**src/rtl/tim_apb_master.sv**
```systemverilog
// APB4 initiator for the timer register block: accepts one valid/ready command,
// runs a single SETUP/ACCESS transfer and returns a one-cycle response pulse.
module tim_apb_master #(
    parameter int ADDR_W      = 12,
    parameter int TIMEOUT_CYC = 256
) (
    input  logic              sys_clk,
    input  logic              sys_rst,
    input  logic              cmd_valid,
    output logic              cmd_ready,
    input  logic              cmd_write,
    input  logic [ADDR_W-1:0] cmd_addr,
    input  logic [31:0]       cmd_wdata,
    input  logic [3:0]        cmd_strb,
    output logic              rsp_valid,
    output logic [31:0]       rsp_rdata,
    output logic              rsp_err,
    output logic              rsp_timeout,
    output logic              tim_psel,
    output logic              tim_penable,
    output logic              tim_pwrite,
    output logic [ADDR_W-1:0] tim_paddr,
    output logic [31:0]       tim_pwdata,
    output logic [3:0]        tim_pstrb,
    input  logic              tim_pready,
    input  logic [31:0]       tim_prdata,
    input  logic              tim_pslverr
);
    localparam int               CNT_W      = (TIMEOUT_CYC > 0) ? $clog2(TIMEOUT_CYC + 1) : 1;
    localparam logic [CNT_W-1:0] CNT_LIMIT  = CNT_W'(TIMEOUT_CYC);
    localparam bit               TIMEOUT_EN = (TIMEOUT_CYC != 0);

    typedef enum logic [1:0] {
        IDLE,
        SETUP,
        ACCESS,
        ERRRSP
    } state_t;

    state_t            state_q, state_d;
    logic [CNT_W-1:0]  cnt_q, cnt_d;
    logic              psel_q, psel_d;
    logic              penable_q, penable_d;
    logic              pwrite_q, pwrite_d;
    logic [ADDR_W-1:0] paddr_q, paddr_d;
    logic [31:0]       pwdata_q, pwdata_d;
    logic [3:0]        pstrb_q, pstrb_d;
    logic              rsp_valid_q, rsp_valid_d;
    logic [31:0]       rsp_rdata_q, rsp_rdata_d;
    logic              rsp_err_q, rsp_err_d;
    logic              rsp_timeout_q, rsp_timeout_d;

    always_comb begin
        state_d       = state_q;
        cnt_d         = cnt_q;
        psel_d        = psel_q;
        penable_d     = penable_q;
        pwrite_d      = pwrite_q;
        paddr_d       = paddr_q;
        pwdata_d      = pwdata_q;
        pstrb_d       = pstrb_q;
        rsp_valid_d   = 1'b0;
        rsp_rdata_d   = rsp_rdata_q;
        rsp_err_d     = rsp_err_q;
        rsp_timeout_d = rsp_timeout_q;

        unique case (state_q)
            IDLE: begin
                if (cmd_valid) begin
                    if (cmd_addr[1:0] == 2'b00) begin
                        pwrite_d = cmd_write;
                        paddr_d  = cmd_addr;
                        pwdata_d = cmd_wdata;
                        pstrb_d  = cmd_write ? cmd_strb : 4'b0000;
                        psel_d   = 1'b1;
                        state_d  = SETUP;
                    end else begin
                        state_d = ERRRSP;
                    end
                end
            end
            SETUP: begin
                penable_d = 1'b1;
                cnt_d     = '0;
                state_d   = ACCESS;
            end
            ACCESS: begin
                // PREADY is checked first so it wins over a coinciding timeout.
                if (tim_pready) begin
                    psel_d        = 1'b0;
                    penable_d     = 1'b0;
                    rsp_valid_d   = 1'b1;
                    rsp_err_d     = tim_pslverr;
                    rsp_timeout_d = 1'b0;
                    rsp_rdata_d   = (!pwrite_q && !tim_pslverr) ? tim_prdata : '0;
                    state_d       = IDLE;
                end else if (TIMEOUT_EN && (cnt_q == CNT_LIMIT)) begin
                    psel_d        = 1'b0;
                    penable_d     = 1'b0;
                    rsp_valid_d   = 1'b1;
                    rsp_err_d     = 1'b1;
                    rsp_timeout_d = 1'b1;
                    rsp_rdata_d   = '0;
                    state_d       = IDLE;
                end else begin
                    cnt_d = cnt_q + CNT_W'(1);
                end
            end
            ERRRSP: begin
                rsp_valid_d   = 1'b1;
                rsp_err_d     = 1'b1;
                rsp_timeout_d = 1'b0;
                rsp_rdata_d   = '0;
                state_d       = IDLE;
            end
            default: state_d = IDLE;
        endcase
    end

    always_ff @(posedge sys_clk) begin
        if (sys_rst) begin
            state_q       <= IDLE;
            cnt_q         <= '0;
            psel_q        <= 1'b0;
            penable_q     <= 1'b0;
            pwrite_q      <= 1'b0;
            paddr_q       <= '0;
            pwdata_q      <= '0;
            pstrb_q       <= '0;
            rsp_valid_q   <= 1'b0;
            rsp_rdata_q   <= '0;
            rsp_err_q     <= 1'b0;
            rsp_timeout_q <= 1'b0;
        end else begin
            state_q       <= state_d;
            cnt_q         <= cnt_d;
            psel_q        <= psel_d;
            penable_q     <= penable_d;
            pwrite_q      <= pwrite_d;
            paddr_q       <= paddr_d;
            pwdata_q      <= pwdata_d;
            pstrb_q       <= pstrb_d;
            rsp_valid_q   <= rsp_valid_d;
            rsp_rdata_q   <= rsp_rdata_d;
            rsp_err_q     <= rsp_err_d;
            rsp_timeout_q <= rsp_timeout_d;
        end
    end

    assign cmd_ready   = (state_q == IDLE);
    assign rsp_valid   = rsp_valid_q;
    assign rsp_rdata   = rsp_rdata_q;
    assign rsp_err     = rsp_err_q;
    assign rsp_timeout = rsp_timeout_q;
    assign tim_psel    = psel_q;
    assign tim_penable = penable_q;
    assign tim_pwrite  = pwrite_q;
    assign tim_paddr   = paddr_q;
    assign tim_pwdata  = pwdata_q;
    assign tim_pstrb   = pstrb_q;

endmodule

```
**config.mk**
```make
export PLATFORM = sky130hd
export DESIGN_NAME = tim_apb_master
export DESIGN_NICKNAME = d
export VERILOG_FILES = /design/src/rtl/tim_apb_master.sv
export SDC_FILE = /design/constraint.sdc
export NUM_CORES = 1
export LEC_CHECK = 0
export CAP_MARGIN = 25
export CORE_UTILIZATION = 42
export CTS_BUF_LIST = sky130_fd_sc_hd__clkbuf_4
export CTS_CLUSTER_SIZE = 16
export DETAILED_ROUTE_END_ITERATION = 12
export GPL_TIMING_DRIVEN = 0
export PLACE_DENSITY = 0.77
export SLEW_MARGIN = 20
export SYNTH_ARGS = -nofsm -noshare
export SYNTH_HDL_FRONTEND = slang
export SYNTH_SLANG_ARGS = --single-unit
```
**constraint.sdc**
```tcl
create_clock -name sys_clk -period 2.2 [get_ports sys_clk]
set_clock_uncertainty 0.05 [all_clocks]
set_input_delay 0.44 -clock sys_clk [delete_from_list [all_inputs] [get_ports sys_clk]]
set_output_delay 0.44 -clock sys_clk [all_outputs]
set_load 0.02 [all_outputs]
```
==> flow_summary.yaml, run 1 <==
# flow metrics
run_status:
  status: "finished, final reports clean"
final_layout:
  layout_top_cell: "clkdlybuf4s50_1"
  top_area_cell_class: "buffers"
  num_antenna_cells: 0
  mi_logic_area_um2: 1930
  final_cells: 826
synth:
  yosys_warnings: 0
  syn_area_per_cell_um2: 8.47
worst_setup_path:
  slowest_stage: "dfxtp_1"
  rr_worst_depth: 5
  worstSetupPathType: "register to primary output"
  r2r_end: "rsp_rdata[14]$_SDFFE_PP0P_"
drt:
  top_layer_used: "met4"
  drtIter0Drc: 164
final_timing:
  setup_slack_ns: 0.0957
  worst_pin_slew_ns: 0.572
  max_freq_mhz: 475
pwr:
  power_mw: 3.36
  ir_drop_uv: 284
global_routing:
  grt_pass1_wl_mm: 21.2
floorplanning:
  num_rows: 36
run 1: where the power goes:
part           internal (mW)  switching, mW
clock                  0.230          0.618
combinational          0.304          0.361
sequential              1.81         0.0383
run 1: logic make-up (layout without fill, tap and decap cells):
logic type	count (synthesis)	after routing	synth area share [%]
AOI/OAI and AO/OA	177	177	27.1
adders and majority gates	2	2	0.584
and+or+nand+nor	127	127	15.9
DFF	97	97	45.3
muxes	6	6	1.40
buffers and inverters	97	284	9.75
run 1: state kept, by name, summed over array words and instances, names as in the netlist:
register / cells
cnt_q: 9
tim_pwdata: 32
state_q: 2
rsp_valid: 1
rsp_rdata: 32
tim_pwrite: 1
tim_pstrb: 4
tim_paddr: 12
rsp_timeout: 1
rsp_err: 1
tim_psel: 1
tim_penable: 1
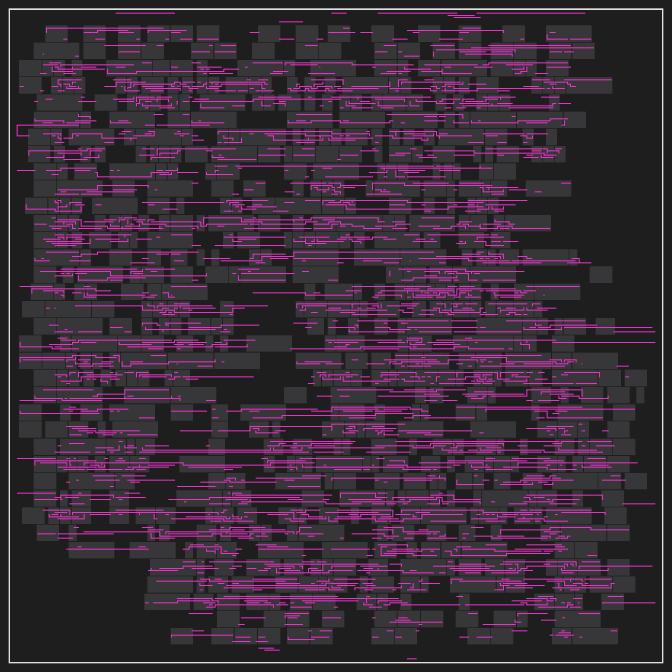
*Signal wires on met1, run 1*
Cells faint in the background.
share of all routed wire: 43%
main direction: horizontal
met1 Use GR: 33.0%
DRT Wirelength: 13.8 mm
Via Count: 4659

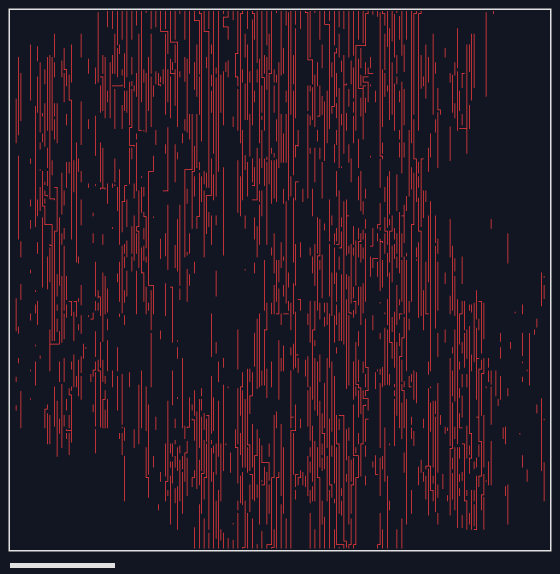
*Signal wires on met2, run 1*
Bar = 20 µm.
main direction: vertical
wire length on this layer: 6600 µm
nets with wire on the layer: 678
longest straight run: 35.7 µm
share of all routed wire: 48%
GR Layer Usage met2: 41.9%

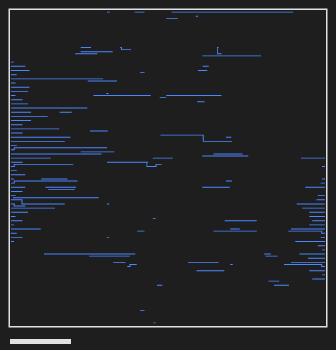
*Met3 routing, run 1*
Bar = 20 µm.
nets with wire on the layer: 110
share of all routed wire: 6.8%
longest straight run: 39.3 µm
main direction: horizontal
GR met3 Demand/Resource: 6.17%

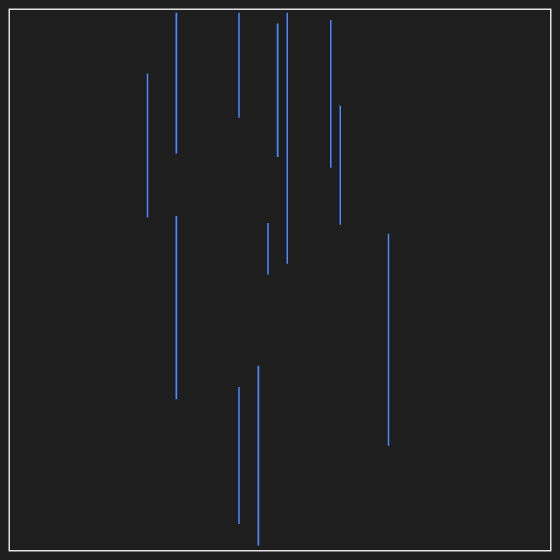
*The metal 4 layer, run 1*
wire length on this layer: 341 µm
main direction: vertical
share of all routed wire: 2.5%
longest straight run: 47.6 µm

==> run 1 -> run 2 <==
--- a/config.mk
+++ b/config.mk
@@ -5,7 +5,7 @@
 export SDC_FILE = /design/constraint.sdc
 export NUM_CORES = 1
 export LEC_CHECK = 0
-export CAP_MARGIN = 25
+export CORE_ASPECT_RATIO = 1.25
 export CORE_UTILIZATION = 42
 export CTS_BUF_LIST = sky130_fd_sc_hd__clkbuf_4
 export CTS_CLUSTER_SIZE = 16
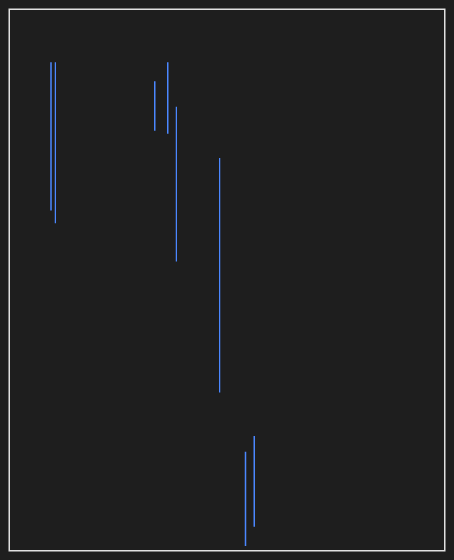
*The metal 4 layer, run 2*
share of all routed wire: 1.6%
main direction: vertical
nets with wire on the layer: 8
wire length on this layer: 212 µm
Via Count: 4645
DRT Wirelength: 13.3 mm

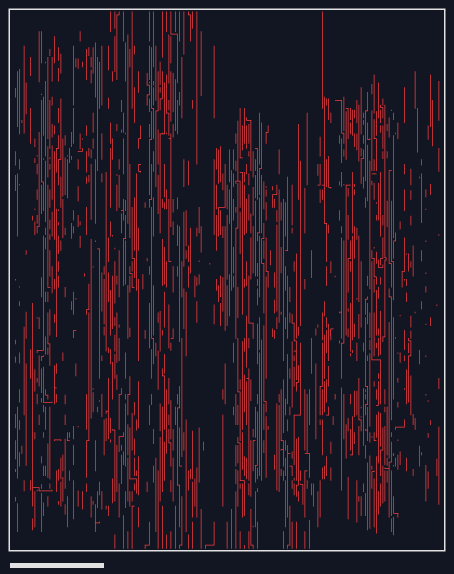
*Signal wires on met2, run 2*
Bar = 20 µm.
share of all routed wire: 48%
wire length on this layer: 6400 µm
nets with wire on the layer: 670
main direction: vertical
longest straight run: 43.2 µm

==> run 2 against run 1 <==
Against the previous run: critical path depth increased by 3; area after synthesis unchanged; via count fell by 0.30%; clock-buffer cell count is 2 higher; register-to-register slack better by 0.04 ns; sequential power is essentially flat.
==> flow_summary.yaml, run 2 <==
# flow metrics
global_routing:
  grt_pass1_wl_mm: 21.5
  use_met1_pct: 29.2
  grt_util_met3_pct: 8.80
  grtUsageMet2_pct: 43.5
drt:
  met1_length_mm: 5.33
  dr_wl_met2_mm: 6.40
  top_layer_used: "met4"
synth:
  yosys_warnings: 0
  mux_share_pct: 1.40
  xor_share_pct: 0
  syn_area_per_cell_um2: 8.47
  ys_sh_adder_pct: 0.584
  top_logic_kind: "AND-OR/OR-AND gates"
  yosys.area_share.simple_pct: 15.9
  synthAoiAreaFrac_pct: 27.1
pwr:
  intPower_mw: 2.36
  p_comb_mw: 0.663
  p_seq_mw: 1.85
  p_switching_mw: 0.978
  power_mw: 3.34
  p_clk_share_pct: 24.8
  switching_share_pct: 29.3
  power_frac_comb_pct: 19.8
  seqPwrFrac_pct: 55.4
  largestPowerGroup: "sequential cells"
  pg_clk_mw: 0.827
clocking:
  holdBufCountCts: 0
  cts_setup_buffers: 0
  clockBufferDepth: 2
worst_setup_path:
  slowest_stage: "clkdlybuf4s50_1"
  worstSetupPathType: "input port to register"
  worst_setup_path_start_kind: "input port"
run_status:
  status: "finished, final reports clean"
final_layout:
  mi_logic_area_um2: 1930
  top_area_cell_class: "buffers"
  comb_cells: 312
  layout_top_cell: "clkdlybuf4s50_1"
  comb_area_share_pct: 30.8
  num_antenna_cells: 0
  stdcell_area_um2: 6260
  final_cells: 819
floorplanning:
  die_h_um: 115
final_timing:
  worst_pin_slew_ns: 0.554
  max_freq_mhz: 500
  hold_viol: 0
  setup_slack_ns: 0.199
placed_design:
  place.port_buffers: 171
[run 2: final timing paths]
path / startpoint / end / slack [ns] / cells past startpoint
worst min-delay path: tim_pwdata[23]$_SDFFE_PP0P_ / tim_pwdata[23]$_SDFFE_PP0P_ / 0.43 / 2
worst min register to register: tim_pwdata[23]$_SDFFE_PP0P_ / tim_pwdata[23]$_SDFFE_PP0P_ / 0.43 / 2
worst max register to register: state_q[0]$_SDFFE_PP0P_ / rsp_rdata[13]$_SDFFE_PP0P_ / 0.23 / 5
worst max-delay path: tim_pready / rsp_rdata[13]$_SDFFE_PP0P_ / 0.20 / 6
[run 2: metrics by stage]
stage | TNS [ns] | hold slack [ns]
floorplan | 0 | 0.400
global placement | -7.82 | 0.407
detailed placement | -9.44 | 0.417
CTS | 0 | 0.435
global route | 0 | 0.453
finish | 0 | 0.433
Power and IR drop assume default switching activity.
